[src/rtl/game_ctrl_if.sv]
// ---------------------------------------------------------------------------
// game_ctrl_if
//   Host / player / display signal bundle for the quiz-buzzer game
//   controller.
//
//   master modport : host side (drives start, judge pulses, buzzes and
//                    player count; observes view, scores, answerer,
//                    winner and countdown).
//   slave modport  : game_ctrl side (the mirror image).
//
//   start         1  one-cycle debounced start pulse
//   judge_ok      1  host "correct answer" pulse
//   judge_bad     1  host "wrong answer" pulse
//   player_btn    4  buzz pulses, bit i = player i+1
//   player_count  3  number of players, sampled on start
//   view          3  0 setup, 1 playing, 2 win
//   playerN_score 7  scores 0..99
//   answerer      3  0 none, 1..4 player holding the floor
//   winner        3  0 none, 1..4
//   countdown     4  seconds left in the answer window
// ---------------------------------------------------------------------------
interface game_ctrl_if;
  logic       start;
  logic       judge_ok;
  logic       judge_bad;
  logic [3:0] player_btn;
  logic [2:0] player_count;

  logic [2:0] view;
  logic [6:0] player1_score;
  logic [6:0] player2_score;
  logic [6:0] player3_score;
  logic [6:0] player4_score;
  logic [2:0] answerer;
  logic [2:0] winner;
  logic [3:0] countdown;

  modport master (
    output start, judge_ok, judge_bad, player_btn, player_count,
    input  view, player1_score, player2_score, player3_score, player4_score,
    input  answerer, winner, countdown
  );

  modport slave (
    input  start, judge_ok, judge_bad, player_btn, player_count,
    output view, player1_score, player2_score, player3_score, player4_score,
    output answerer, winner, countdown
  );
endinterface

[src/rtl/game_ctrl.sv]
// ---------------------------------------------------------------------------
// game_ctrl
//   Game-flow controller and buzz-in arbiter. Sequences setup / playing /
//   win views, grants the floor to one player with rotating priority, times
//   the answer window in whole seconds and keeps the four scores.
//
//   clk  : system clock
//   rst  : synchronous, active-high reset
//   bus  : game_ctrl_if.slave (host pulses, buzzes, display outputs)
//
//   All outputs are registered.
// ---------------------------------------------------------------------------
module game_ctrl #(
  parameter int TICK_CYCLES = 100_000_000,
  parameter int ANSWER_SEC  = 10,
  parameter int CORRECT_PTS = 2,
  parameter int WRONG_PTS   = 1,
  parameter int WIN_SCORE   = 10
) (
  input  logic         clk,
  input  logic         rst,
  game_ctrl_if.slave   bus
);

  typedef enum logic [1:0] {
    S_IDLE,
    S_READY,
    S_ANSWER,
    S_WIN
  } state_e;

  localparam int            TW          = (TICK_CYCLES > 1) ? $clog2(TICK_CYCLES) : 1;
  localparam logic [TW-1:0] TICK_LAST   = TW'(TICK_CYCLES - 1);
  localparam logic [3:0]    ANSWER_LOAD = 4'(ANSWER_SEC);
  localparam logic [7:0]    CORRECT_8   = 8'(CORRECT_PTS);
  localparam logic [7:0]    WRONG_8     = 8'(WRONG_PTS);
  localparam logic [7:0]    WIN_8       = 8'(WIN_SCORE);
  localparam logic [7:0]    MAX_8       = 8'd99;

  state_e          state_q, state_d;
  logic [2:0]      count_q, count_d;       // active players, 2..4
  logic [1:0]      ptr_q, ptr_d;           // 0-based index of last granted player
  logic [TW-1:0]   tick_q, tick_d;
  logic [3:0]      countdown_q, countdown_d;
  logic [2:0]      answerer_q, answerer_d;
  logic [2:0]      winner_q, winner_d;
  logic [2:0]      view_q, view_d;
  logic [6:0]      score_q [4];
  logic [6:0]      score_d [4];

  // ------------------------------------------------------------------------
  // Rotating-priority grant among active players
  // ------------------------------------------------------------------------
  logic [3:0] active_mask;
  logic [3:0] req;
  logic       grant_vld;
  logic [1:0] grant_idx;
  int         idx;

  always_comb begin
    case (count_q)
      3'd2:    active_mask = 4'b0011;
      3'd3:    active_mask = 4'b0111;
      default: active_mask = 4'b1111;
    endcase
    req = bus.player_btn & active_mask;
  end

  // Search starts just after the last granted player and wraps modulo the
  // active count. ptr_q < count_q always holds once a game has started, so a
  // single conditional subtraction implements the wrap.
  always_comb begin
    // NOTE: every variable written here gets a default first; otherwise a
    // path that skips an assignment would infer a latch.
    grant_vld = 1'b0;
    grant_idx = ptr_q;
    idx       = 0;
    for (int k = 1; k <= 4; k++) begin
      idx = int'(ptr_q) + k;
      if (idx >= int'(count_q)) idx = idx - int'(count_q);
      if (!grant_vld && (k <= int'(count_q)) && req[idx[1:0]]) begin
        grant_vld = 1'b1;
        grant_idx = idx[1:0];
      end
    end
  end

  // ------------------------------------------------------------------------
  // Scoring helpers (8-bit intermediates so saturation never wraps)
  // ------------------------------------------------------------------------
  logic [1:0] ans_idx;
  logic [7:0] cur_score;
  logic [7:0] up_raw;
  logic [7:0] up_sat;
  logic [7:0] dn_sat;
  logic       tick_wrap;
  logic       judge_ok_only;
  logic       judge_bad_only;

  always_comb begin
    ans_idx        = 2'(answerer_q - 3'd1);
    cur_score      = {1'b0, score_q[ans_idx]};
    up_raw         = cur_score + CORRECT_8;
    up_sat         = (up_raw > MAX_8) ? MAX_8 : up_raw;
    dn_sat         = (cur_score < WRONG_8) ? 8'd0 : (cur_score - WRONG_8);
    tick_wrap      = (tick_q == TICK_LAST);
    judge_ok_only  = bus.judge_ok  & ~bus.judge_bad;
    judge_bad_only = bus.judge_bad & ~bus.judge_ok;
  end

  // ------------------------------------------------------------------------
  // Next-state / output logic
  // ------------------------------------------------------------------------
  always_comb begin
    state_d     = state_q;
    count_d     = count_q;
    ptr_d       = ptr_q;
    tick_d      = tick_q;
    countdown_d = countdown_q;
    answerer_d  = answerer_q;
    winner_d    = winner_q;
    score_d     = score_q;

    unique case (state_q)
      S_IDLE: begin
        if (bus.start) begin
          for (int i = 0; i < 4; i++) score_d[i] = '0;
          winner_d = 3'd0;
          if (bus.player_count < 3'd2)      count_d = 3'd2;
          else if (bus.player_count > 3'd4) count_d = 3'd4;
          else                              count_d = bus.player_count;
          ptr_d   = 2'(count_d - 3'd1);
          state_d = S_READY;
        end
      end

      S_READY: begin
        if (grant_vld) begin
          answerer_d  = {1'b0, grant_idx} + 3'd1;
          ptr_d       = grant_idx;
          countdown_d = ANSWER_LOAD;
          tick_d      = '0;
          state_d     = S_ANSWER;
        end
      end

      S_ANSWER: begin
        tick_d = tick_wrap ? '0 : tick_q + 1'b1;
        if (tick_wrap) countdown_d = countdown_q - 4'd1;

        // A single judge pulse wins over a simultaneous expiry; a double
        // pulse counts as no judge at all.
        if (judge_ok_only) begin
          score_d[ans_idx] = up_sat[6:0];
          if (up_sat >= WIN_8) begin
            winner_d = answerer_q;
            state_d  = S_WIN;
          end else begin
            state_d  = S_READY;
          end
          answerer_d  = 3'd0;
          countdown_d = 4'd0;
        end else if (judge_bad_only || (tick_wrap && countdown_q == 4'd1)) begin
          score_d[ans_idx] = dn_sat[6:0];
          state_d          = S_READY;
          answerer_d       = 3'd0;
          countdown_d      = 4'd0;
        end
      end

      S_WIN: begin
        if (bus.start) state_d = S_IDLE;
      end

      default: state_d = S_IDLE;
    endcase

    case (state_d)
      S_IDLE:  view_d = 3'd0;
      S_WIN:   view_d = 3'd2;
      default: view_d = 3'd1;
    endcase
  end

  // ------------------------------------------------------------------------
  // State registers
  // ------------------------------------------------------------------------
  always_ff @(posedge clk) begin
    // NOTE: sequential state uses non-blocking assignments so every flop
    // samples pre-edge values regardless of statement order.
    if (rst) begin
      state_q     <= S_IDLE;
      count_q     <= 3'd4;
      ptr_q       <= 2'd3;
      tick_q      <= '0;
      countdown_q <= 4'd0;
      answerer_q  <= 3'd0;
      winner_q    <= 3'd0;
      view_q      <= 3'd0;
      // NOTE: the score array is four discrete registers, not a RAM, so it
      // is reset element by element like any other flop.
      for (int i = 0; i < 4; i++) score_q[i] <= '0;
    end else begin
      state_q     <= state_d;
      count_q     <= count_d;
      ptr_q       <= ptr_d;
      tick_q      <= tick_d;
      countdown_q <= countdown_d;
      answerer_q  <= answerer_d;
      winner_q    <= winner_d;
      view_q      <= view_d;
      score_q     <= score_d;
    end
  end

  assign bus.view          = view_q;
  assign bus.player1_score = score_q[0];
  assign bus.player2_score = score_q[1];
  assign bus.player3_score = score_q[2];
  assign bus.player4_score = score_q[3];
  assign bus.answerer      = answerer_q;
  assign bus.winner        = winner_q;
  assign bus.countdown     = countdown_q;

endmodule

[src/flat_wrapper.sv]
// flat-port wrapper written by rule: the top's interface ports become plain ports
module game_ctrl_flat 
#(
  parameter int TICK_CYCLES = 100_000_000,
  parameter int ANSWER_SEC  = 10,
  parameter int CORRECT_PTS = 2,
  parameter int WRONG_PTS   = 1,
  parameter int WIN_SCORE   = 10
)
  (clk, rst, bus_start, bus_judge_ok, bus_judge_bad, bus_player_btn, bus_player_count, bus_view, bus_player1_score, bus_player2_score, bus_player3_score, bus_player4_score, bus_answerer, bus_winner, bus_countdown);
  game_ctrl_if bus_i ();
  input  logic clk;
  input  logic rst;
  input wire logic [$bits(bus_i.start)-1:0] bus_start;
  input wire logic [$bits(bus_i.judge_ok)-1:0] bus_judge_ok;
  input wire logic [$bits(bus_i.judge_bad)-1:0] bus_judge_bad;
  input wire logic [$bits(bus_i.player_btn)-1:0] bus_player_btn;
  input wire logic [$bits(bus_i.player_count)-1:0] bus_player_count;
  output wire logic [$bits(bus_i.view)-1:0] bus_view;
  output wire logic [$bits(bus_i.player1_score)-1:0] bus_player1_score;
  output wire logic [$bits(bus_i.player2_score)-1:0] bus_player2_score;
  output wire logic [$bits(bus_i.player3_score)-1:0] bus_player3_score;
  output wire logic [$bits(bus_i.player4_score)-1:0] bus_player4_score;
  output wire logic [$bits(bus_i.answerer)-1:0] bus_answerer;
  output wire logic [$bits(bus_i.winner)-1:0] bus_winner;
  output wire logic [$bits(bus_i.countdown)-1:0] bus_countdown;
  assign bus_i.start = bus_start;
  assign bus_i.judge_ok = bus_judge_ok;
  assign bus_i.judge_bad = bus_judge_bad;
  assign bus_i.player_btn = bus_player_btn;
  assign bus_i.player_count = bus_player_count;
  assign bus_view = bus_i.view;
  assign bus_player1_score = bus_i.player1_score;
  assign bus_player2_score = bus_i.player2_score;
  assign bus_player3_score = bus_i.player3_score;
  assign bus_player4_score = bus_i.player4_score;
  assign bus_answerer = bus_i.answerer;
  assign bus_winner = bus_i.winner;
  assign bus_countdown = bus_i.countdown;
  game_ctrl #(.TICK_CYCLES(TICK_CYCLES), .ANSWER_SEC(ANSWER_SEC), .CORRECT_PTS(CORRECT_PTS), .WRONG_PTS(WRONG_PTS), .WIN_SCORE(WIN_SCORE)) u_core (.clk(clk), .rst(rst), .bus(bus_i));
endmodule
[config.mk]
export PLATFORM = sky130hd
export DESIGN_NAME = game_ctrl_flat
export DESIGN_NICKNAME = d
export VERILOG_FILES = /design/src/rtl/game_ctrl_if.sv /design/src/rtl/game_ctrl.sv /design/src/flat_wrapper.sv
export SDC_FILE = /design/constraint.sdc
export NUM_CORES = 1
export LEC_CHECK = 0
export CAP_MARGIN = 20
export CORE_UTILIZATION = 25
export CTS_BUF_LIST = sky130_fd_sc_hd__clkbuf_16
export CTS_CLUSTER_SIZE = 30
export DETAILED_ROUTE_END_ITERATION = 7
export PLACE_DENSITY_LB_ADDON = 0.12
export SYNTH_ARGS = -nofsm -noshare
export SYNTH_HDL_FRONTEND = slang
export SYNTH_SLANG_ARGS = --single-unit
[constraint.sdc]
create_clock -name clk -period 9.1 [get_ports clk]
set_input_delay 1.82 -clock clk [delete_from_list [all_inputs] [get_ports clk]]
set_output_delay 1.82 -clock clk [all_outputs]
set_load 0.03 [all_outputs]
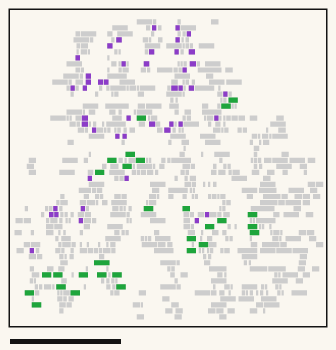
Fig. 1. Selected gate families.
The bar under the picture is 50 um long.
family	colour	cells
fa/ha/maj cells	green	29
and/or cells	purple	45
fraction of area in multi-input gates: 53.8%
most instantiated logic cell after routing: dfxtp_1
non-filler cells in the finished layout: 903

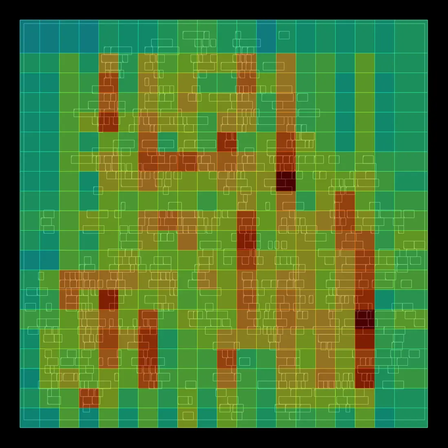
Fig. 2. Track usage over the die.
met3 Use GR: 2.62%
WL per Instance: 16.7 um
fin util: 30.8%
met2 usage: 25.1%

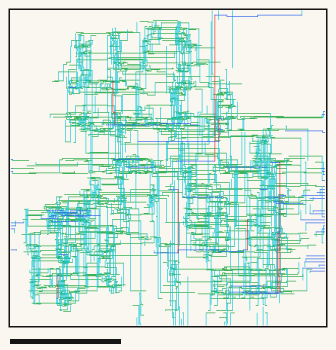
Fig. 3. Routed metal, one colour a layer.
The bar under the picture is 50 um long.
layer	colour	wire length
M4	red	235 um
M1	green	7160 um
M3	blue	576 um
M2	cyan	7110 um
final WL: 15.1 mm
total global-route track usage: 15.3%
vias: 4652

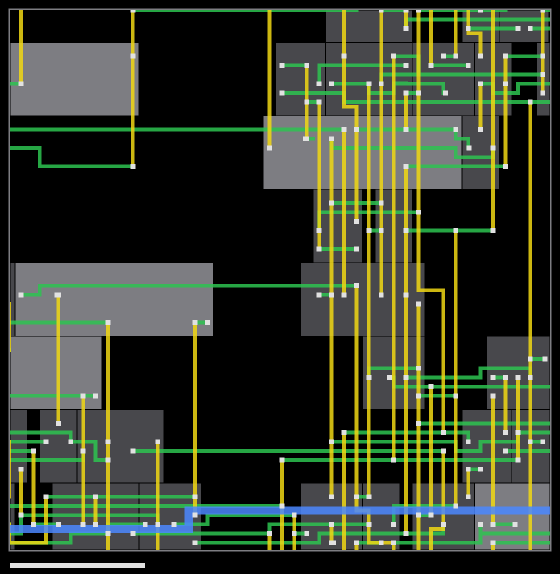
Fig. 4. Zoomed window.
The bar under the picture is 5 um long. Window x 61 to 81, y 90 to 110 um. Cells in grey, sequential cells in the stronger grey; small squares are vias.
layer	colour
M1	green
M2	yellow
M3	blue
sequential cells in the window	3
netlist names of flops here include	`u_core.tick_q` (3)
most frequent	nor2_1 (4), dfxtp_1 (3)
cells with their middle in the window	22

==> flow_metrics.env <==
# yosys + openroad results
export IMPL_status="complete, no violations"
export IMPL_worst_slew_pin_slew_ns=1.00
export IMPL_syn_area_per_cell_um2=8.29
export IMPL_antenna_found_initial=0
export IMPL_critPathKind="reg2reg"
export IMPL_syn_area_um2=4950
export IMPL_postSynthSeqShare_pct=29.9
export IMPL_slew_headroom_pct=33.3
export IMPL_ioPinCount=53
export IMPL_row_count=51
export IMPL_ys_flop_type="dfxtp_1"
export IMPL_synth_async_reset_ratio_pct=0
export IMPL_yosys_stat_cells=597
export IMPL_final_area_um2=6000
export IMPL_grt_pass1_vias=4450
export IMPL_final_max_slew_viol_count=0
export IMPL_start_kind="flop"
export IMPL_drtPass1Iterations=4
export IMPL_nets=673
export IMPL_drtAntennaViolNets=0
export IMPL_rsz0062_at_grt="false"
export IMPL_fp_dieH_um=143
export IMPL_fmax_mhz=206
export IMPL_netlist_instances=597
export IMPL_cap_viol_max_count=0
export IMPL_routed_via_density=5.15
export IMPL_die_w_um=143
export IMPL_tns_ns=0
export IMPL_areaGrowthSynthToFinish_pct=21.3
export IMPL_place_hpwl_mm=11.1
export IMPL_final_cell_mix="dfxtp_1 (74), clkdlybuf4s50_1 (50), a21oi_1 (48)"
export IMPL_top_cells_by_area="dfxtp_1 (30%), ha_1 (6.8%), a21oi_1 (4.9%), nand2_1 (3.5%), nor2_1 (3.3%)"
export IMPL_core_area_um2=19500
export IMPL_warnings=37
export IMPL_period_needed_ns=4.86
export IMPL_post_cts_buffers=0
export IMPL_top_cell_area_share_pct=29.9
export IMPL_clk_path_buf_depth=2
export IMPL_cts_tree="done"
export IMPL_overflow=0
export IMPL_portBuffers=51
export IMPL_cp_end_kind="flop"
export IMPL_synth_flop_count=74
export IMPL_hold_class="reg2reg"
export IMPL_regArea_um2=1480
export IMPL_cp_max_fo=13
export IMPL_finalHoldViolCount=0
export IMPL_setup_viol=0
export IMPL_placed_area_um2=5660
export IMPL_cts_hold_buf=0
export IMPL_drive_gt1_share_pct=6.90
export IMPL_cts_root_buf="clkbuf_16"
export IMPL_cts_resized=0
export IMPL_fillCellCount=2041
export IMPL_diodes=0
export IMPL_cp_required_ns=9.36
export IMPL_final_comb_area_um2=3230
export IMPL_drcViolationCount=0
export IMPL_rrSetupSlack_ns=4.24
export IMPL_p_total_mw=1.80
export IMPL_grt_pass1_wl_mm=24.1
export IMPL_power_density_nw_per_um2=300
-- final timing paths --
| path | end | from | cells after the start |
|---|---|---|---|
| setup / recovery | u_core.bus.view[1] | u_core.bus.answerer[0] | 14 |
| hold / removal | u_core.bus.winner[1] | u_core.bus.winner[1] | 2 |
| setup reg to reg | u_core.bus.view[1] | u_core.bus.answerer[0] | 14 |
| hold reg to reg | u_core.bus.winner[1] | u_core.bus.winner[1] | 2 |
-- synth_stat cells (3+ instances only) --
cell / n
nand2_1: 46
a21oi_1: 48
buf_2: 9
xnor2_1: 6
o32ai_1: 3
nor2_1: 44
o21ai_1: 14
inv_1: 25
nor4_1: 6
buf_1: 3
nand2b_1: 10
a22o_1: 8
mux2i_1: 10
and3_1: 13
nand3_1: 15
a211oi_1: 6
o31ai_1: 10
clkbuf_1: 10
a32o_1: 7
xor2_1: 9
o21ai_2: 3
and2_1: 5
o21ai_0: 30
ha_1: 27
o211ai_1: 3
or4_1: 8
and4_1: 3
mux4_2: 7
nor2b_1: 16
nor3b_1: 3
a31oi_1: 8
o21a_1: 5
a21o_1: 4
a211o_1: 3
or3_1: 10
buf_4: 5
dfxtp_1: 74
a21boi_0: 3
nor3_1: 20
or3b_1: 4
-- final cells by class --
| cell class | instances | area share (%) |
|---|---|---|
| inverter | 25 | 1.56 |
| tap | 265 | 5.53 |
| sequential | 74 | 24.7 |
| timing repair buffer | 53 | 8.67 |
| clock buffer | 9 | 3.75 |
| clock inverter | 7 | 1.96 |
| multi-input combinational | 470 | 53.8 |
-- worst max-delay path, stage by stage, from the launching register on --
cell and delay (ns):
dfxtp_1 0.72, inv_1 0.14, ha_1 0.56, mux4_2 0.64, inv_1 0.17, ha_1 0.30
nand2b_1 0.17, maj3_1 0.36, o22a_1 0.20, o21ai_1 0.18, o21ai_0 0.10, a2111oi_0 0.56
a21oi_1 0.12, ha_1 0.33, nor3b_1 0.20
-- where the power goes --
group          internal [mW]  total [mW]  switching, mW
Sequential             0.352       0.400         0.0488
Combinational          0.378       0.986          0.608
Clock                  0.268       0.416          0.148
Total                  0.998        1.80          0.805
-- stage by stage --
stage                     hold WS, ns  setup slack (ns)  instances
after floorplan                 0.463              4.73        597
after global placement          0.466              4.29        887
after detailed placement        0.474              4.19        887
after CTS                       0.482              4.19        903
after global routing            0.508              3.70        903
final                           0.477              4.24        903
-- metal layers --
layer,share of wire (%),GRT usage [%],wire (um)
met1,47,20.1,7160
met3,3.8,2.62,576
met4,1.6,5.43,234
met2,47,25.1,7110
met5,0,0,0
-- state kept, by name, indices dropped and copies added (netlist names) --
register and flops:
u_core.count_q 3, u_core.bus.player1_score 7, u_core.ptr_q 2, u_core.state_q 2, u_core.bus.player4_score 7, u_core.bus.countdown 4, u_core.bus.view 2, u_core.tick_q 27
u_core.bus.player3_score 7, u_core.bus.player2_score 7, u_core.bus.answerer 3, u_core.bus.winner 3
-- cell families after synthesis --
logic type | count (synthesis) | share of synthesized area, %
and+or+nand+nor | 213 | 22.7
AOI/OAI and AO/OA | 193 | 26.8
DFF | 74 | 29.9
buffers and inverters | 53 | 4.78
adders and majority gates | 29 | 7.43
muxes | 19 | 5.66
xor gates and xnor gates | 15 | 2.65
other | 1 | 0.0758
Power and IR drop assume default switching activity.
